Figure 1. Register map, names as in the netlist.
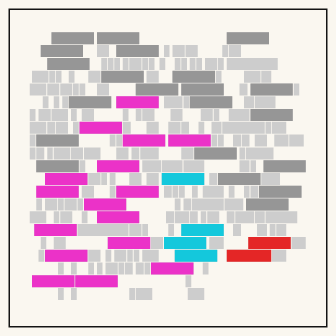
Figure 2. A small window of the routed layout.
Window x 38 to 63, y 4 to 29 µm. Cells in gray, sequential cells in the stronger gray; small squares are vias.
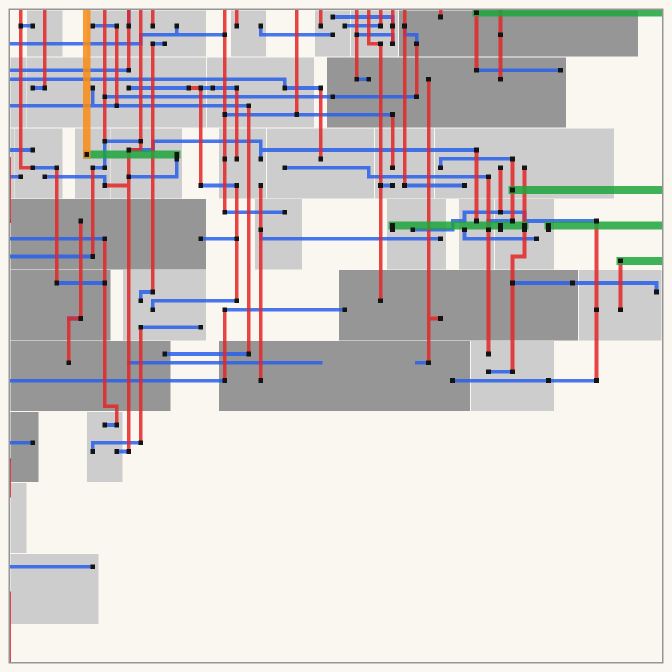
## src/rtl/mag_cmp_pkg.sv

```systemverilog
// Shared types and helpers for the sequential magnitude comparator.
package mag_cmp_pkg;

   typedef enum logic [1:0] {
      IDLE,
      RUN,
      DONE
   } state_t;

   typedef struct packed {
      logic gt;
      logic eq;
      logic lt;
   } result_t;

   localparam result_t RESULT_CLEAR = '0;

   // Counter must hold W/CHUNK itself, not just W/CHUNK-1.
   function automatic int cnt_width(input int w, input int chunk);
      return $clog2(w / chunk + 1);
   endfunction

endpackage

```

## src/rtl/cmp_chunk.sv

```systemverilog
// Combinational unsigned compare of one CHUNK-bit slice.
module cmp_chunk #(
   parameter int CHUNK = 2
) (
   input  logic [CHUNK-1:0] a,
   input  logic [CHUNK-1:0] b,
   output logic             gt,
   output logic             eq
);

   assign gt = (a > b);
   assign eq = (a == b);

endmodule

```

## src/rtl/mag_cmp_seq.sv

```systemverilog
// Multi-cycle MSB-first magnitude comparator, CHUNK bits per clock.
// Define MAG_CMP_EARLY_EXIT_EN to stop at the first differing chunk.
//
// state | meaning
// IDLE  | ready, waiting for start
// RUN   | comparing one chunk per cycle
// DONE  | result flags newly valid, done pulse
module mag_cmp_seq
   import mag_cmp_pkg::*;
#(
   parameter int W     = 16,
   parameter int CHUNK = 2
) (
   input  logic         clk,
   input  logic         reset,
   input  logic         start,
   input  logic [W-1:0] a,
   input  logic [W-1:0] b,
   input  logic         signed_mode,
   output logic         ready,
   output logic         done,
   output logic         gt,
   output logic         eq,
   output logic         lt
);

   localparam int NCH   = W / CHUNK;
   localparam int CNT_W = cnt_width(W, CHUNK);

   if ((CHUNK < 1) || (CHUNK > W) || ((W % CHUNK) != 0)) begin : g_bad_cfg
      $error("mag_cmp_seq: W must be a positive multiple of CHUNK");
   end

   state_t           state;
   state_t           state_nxt;
   logic [W-1:0]     sh_a;
   logic [W-1:0]     sh_b;
   logic [W-1:0]     msb_flip;
   logic [CNT_W-1:0] cnt;
   logic             dec_gt;
   logic             dec_lt;
   result_t          res;
   logic             c_gt;
   logic             c_eq;
   logic             first_diff;
   logic             nxt_gt;
   logic             nxt_lt;
   logic             last_chunk;
   logic             finish;
   logic             accept;

   cmp_chunk #(.CHUNK(CHUNK)) u_cmp (
      .a  (sh_a[W-1 -: CHUNK]),
      .b  (sh_b[W-1 -: CHUNK]),
      .gt (c_gt),
      .eq (c_eq)
   );

   // Flipping the sign bit maps two's-complement order onto unsigned order.
   assign msb_flip   = W'(signed_mode) << (W - 1);
   assign first_diff = !c_eq && !(dec_gt || dec_lt);
   assign nxt_gt     = dec_gt || (first_diff && c_gt);
   assign nxt_lt     = dec_lt || (first_diff && !c_gt);
   assign last_chunk = (cnt == CNT_W'(1));

`ifdef MAG_CMP_EARLY_EXIT_EN
   assign finish = last_chunk || first_diff;
`else
   assign finish = last_chunk;
`endif

   always_ff @(posedge clk or posedge reset) begin
      if (reset) begin
         state <= IDLE;
      end else begin
         state <= state_nxt;
      end
   end

   always_comb begin
      state_nxt = state;
      ready     = 1'b0;
      done      = 1'b0;
      accept    = 1'b0;
      case (state)
         IDLE: begin
            ready = 1'b1;
            if (start) begin
               accept    = 1'b1;
               state_nxt = RUN;
            end
         end
         RUN: begin
            if (finish) begin
               state_nxt = DONE;
            end
         end
         DONE: begin
            done      = 1'b1;
            state_nxt = IDLE;
         end
         default: state_nxt = IDLE;
      endcase
   end

   always_ff @(posedge clk or posedge reset) begin
      if (reset) begin
         sh_a   <= '0;
         sh_b   <= '0;
         cnt    <= '0;
         dec_gt <= 1'b0;
         dec_lt <= 1'b0;
         res    <= RESULT_CLEAR;
      end else if (accept) begin
         sh_a   <= a ^ msb_flip;
         sh_b   <= b ^ msb_flip;
         cnt    <= CNT_W'(NCH);
         dec_gt <= 1'b0;
         dec_lt <= 1'b0;
      end else if (state == RUN) begin
         sh_a   <= sh_a << CHUNK;
         sh_b   <= sh_b << CHUNK;
         cnt    <= cnt - CNT_W'(1);
         dec_gt <= nxt_gt;
         dec_lt <= nxt_lt;
         if (finish) begin
            res <= '{gt: nxt_gt, eq: !(nxt_gt || nxt_lt), lt: nxt_lt};
         end
      end
   end

   assign gt = res.gt;
   assign eq = res.eq;
   assign lt = res.lt;

endmodule

```

## config.mk

```make
export PLATFORM = sky130hd
export DESIGN_NAME = mag_cmp_seq
export DESIGN_NICKNAME = d
export VERILOG_FILES = /design/src/rtl/mag_cmp_pkg.sv /design/src/rtl/cmp_chunk.sv /design/src/rtl/mag_cmp_seq.sv
export SDC_FILE = /design/constraint.sdc
export NUM_CORES = 1
export LEC_CHECK = 0
export CAP_MARGIN = 10
export CORE_MARGIN = 4
export CORE_UTILIZATION = 56
export CTS_CLUSTER_DIAMETER = 100
export DETAILED_ROUTE_END_ITERATION = 7
export DONT_BUFFER_PORTS = 1
export GPL_TIMING_DRIVEN = 0
export PLACE_DENSITY = 0.74
export SYNTH_ARGS = -nofsm -noshare
export SYNTH_HDL_FRONTEND = slang
export SYNTH_SLANG_ARGS = --single-unit
export TNS_END_PERCENT = 50
```

## constraint.sdc

```tcl
create_clock -name clk -period 1.5 [get_ports clk]
set_input_delay 0.225 -clock clk [delete_from_list [all_inputs] [get_ports clk]]
set_output_delay 0.225 -clock clk [all_outputs]
set_load 0.02 [all_outputs]
```

==> flow_summary_export.csv <==
group,metric,value,unit
synth,ys_seq_share,54.8,%
grt,grt_pass1_vias,1459,
route,viasPerCell,5.56,
synth,ys_types,30,
grt,grt_overflow,0,
floorplan,io_pins,41,
critical_path,crit_arrival,1.72,ns
timing,period_needed,1.46,ns
floorplan,die-area,0.00452,mm²
final_layout,signal_buffers,23,
route,drtIter0Drc,70,
critical_path,cp.depth,5,
flow_run,max_cap_viol_count,0,
critical_path,endpoint_kind,"flip-flop",
critical_path,critPathKind,"flip-flop to flip-flop",
grt,antenna_found_initial,0,
place,place_area,0.00203,mm²
synth,yosysTopAreaCell,"dfrtp_1",
synth,common_cells,"nand2_1 (65), dfrtp_1 (43), a22oi_1 (25)",
critical_path,worst_ep_required_time,1.76,ns
power,leakagePower,1.08,nW
final_layout,finalNonFillerCells,263,
critical_path,rrSetupSlack,0.04,ns
synth,ys_ff,43,
final_layout,fillers,291,
place,io_buffers,0,
final_layout,largest_cell_class,"flip-flops and latches",
critical_path,crit_path_end,"gt$_DFFE_PP0P_",
power,cellPowerDensity,2130,mW/mm²
final_layout,buffer_area_share,8.74,%
min_path,min_path_type,"input pin to flip-flop",
clock_network,ctsResizeCount,5,
grt,grt_start_max_net_pins,44,
critical_path,slowest_stage,"dfrtp_1",
critical_path,crit_start,"sh_a[15]$_DFFE_PP0P_",
final_layout,seq_cells,43,
clock_network,cts_tree,"yes",
final_layout,comb_area,816,µm²
final_layout,drive_gt1_share,17.1,%
place,place_hpwl,2790,µm
status,status,"finished, final reports clean",
final_layout,inverters,6,
critical_path,slowest_delay,0.43,ns
route,wirelength,4010,µm
synth,top_area_share,54.8,%
final_layout,sh_seq_area,47.3,%
route,wire_per_inst,15.2,µm
timing,slew_headroom,42.8,%
route,vias,1461,
synth,topCellsByArea,"dfrtp_1 (55%), nand2_1 (12%), a22oi_1 (9.6%)",
synth,async_flop_share,100,%
synth,yosysCellCount,197,
route,drc,0,
critical_path,worst_r2r_path_depth,5,
timing,setup_viol,0,
timing,drv_slew,0,
timing,tightestPinTransition,0.857,ns
place,dp.cells,243,
clock_network,cts_setup_buffers,0,
critical_path,cp_cell_sequence,"ha_4, nor2b_1, o21ai_1, nand2b_1, mux2_2",
floorplan,fp.dieH,67.2,µm
final_layout,final_util,67.7,%
final_layout,area_share_clock_buf_inv,4.45,%
power,vdd_ir_drop_max,1080,µV
final_layout,diodes,0,
clock_network,numCtsBuffers,5,
synth,netlist_instances,197,
critical_path,worstPathMaxFanout,3,
floorplan,fp_util,58.4,%
min_path,hold_depth,2,
## Picture notes: Figure 1
`sh_b`: shown in magenta, placed flops 16. `state`: shown in red, placed flops 2. `cnt`: shown in cyan, placed flops 4, where bottom middle.
Another 21 sequential cells are not colored.

## Picture notes: Figure 2
M4: shown in orange. M2: shown in red. M3: shown in green. M1: shown in blue.
29 logic cells have their middle in the window. Netlist names of flops here include `cnt` (2), `state` (2). Sequential cells in the window: 6. Most frequent: dfrtp_1 (5).

metal layers:
metal	track usage [%]	routed length [µm]	vias up
li1	-	-	706
met1	25.0	1780	701
met2	31.0	1890	46
met3	5.66	270	8
met4	8.35	65	0
met5	0	0	-
report_power, final:
group / leakage [nW] / internal (mW) / switching [mW]
sequential: 0.537 / 1.66 / 0.389
clock: 0.0525 / 0.520 / 0.372
combinational: 0.493 / 0.844 / 1.07
kinds of logic after synthesis:
family | count (synthesis) | share of synthesized area (%)
AND-OR/OR-AND | 43 | 15.5
XOR/XNOR | 4 | 1.78
adder cells (fa/ha/maj) | 4 | 2.55
buffers and inverters | 17 | 5.41
flip-flops | 43 | 54.8
multiplexers | 1 | 0.573
AND/OR/NAND/NOR | 85 | 19.4
worst register-to-register path, delay by kind of cell, from the launching register on:
family                   cells  cell delay, ns
flip-flops                   1            0.43
adder cells (fa/ha/maj)      1            0.26
AND/OR/NAND/NOR              2            0.26
multiplexers                 1            0.28
AND-OR/OR-AND                1            0.15
layout by cell type, fill, tap and decap left out:
cell type and count:
a211oi_1 1, a211oi_2 1, a21oi_1 4, a221o_1 1
a22o_1 1, a22oi_1 25, a31oi_1 1, buf_2 4
buf_4 6, buf_6 3, bufinv_16 2, clkbuf_1 1
clkbuf_4 5, dfrtp_1 42, dfrtp_2 1, dlygate4sd3_1 10
ha_1 3, ha_4 1, inv_1 2, inv_2 3
inv_4 1, mux2_2 1, nand2_1 65, nand2_4 1
nand2b_1 3, nand3_1 1, nor2_1 6, nor2_2 1
nor2_4 1, nor2b_1 1, nor2b_2 2, nor3_1 1
nor3b_4 2, nor4_2 1, o21ai_0 7, o21ai_1 1
o41ai_2 1, xnor2_1 2, xor2_1 2
No activity file was given, so power comes from the tool's default toggle rates.
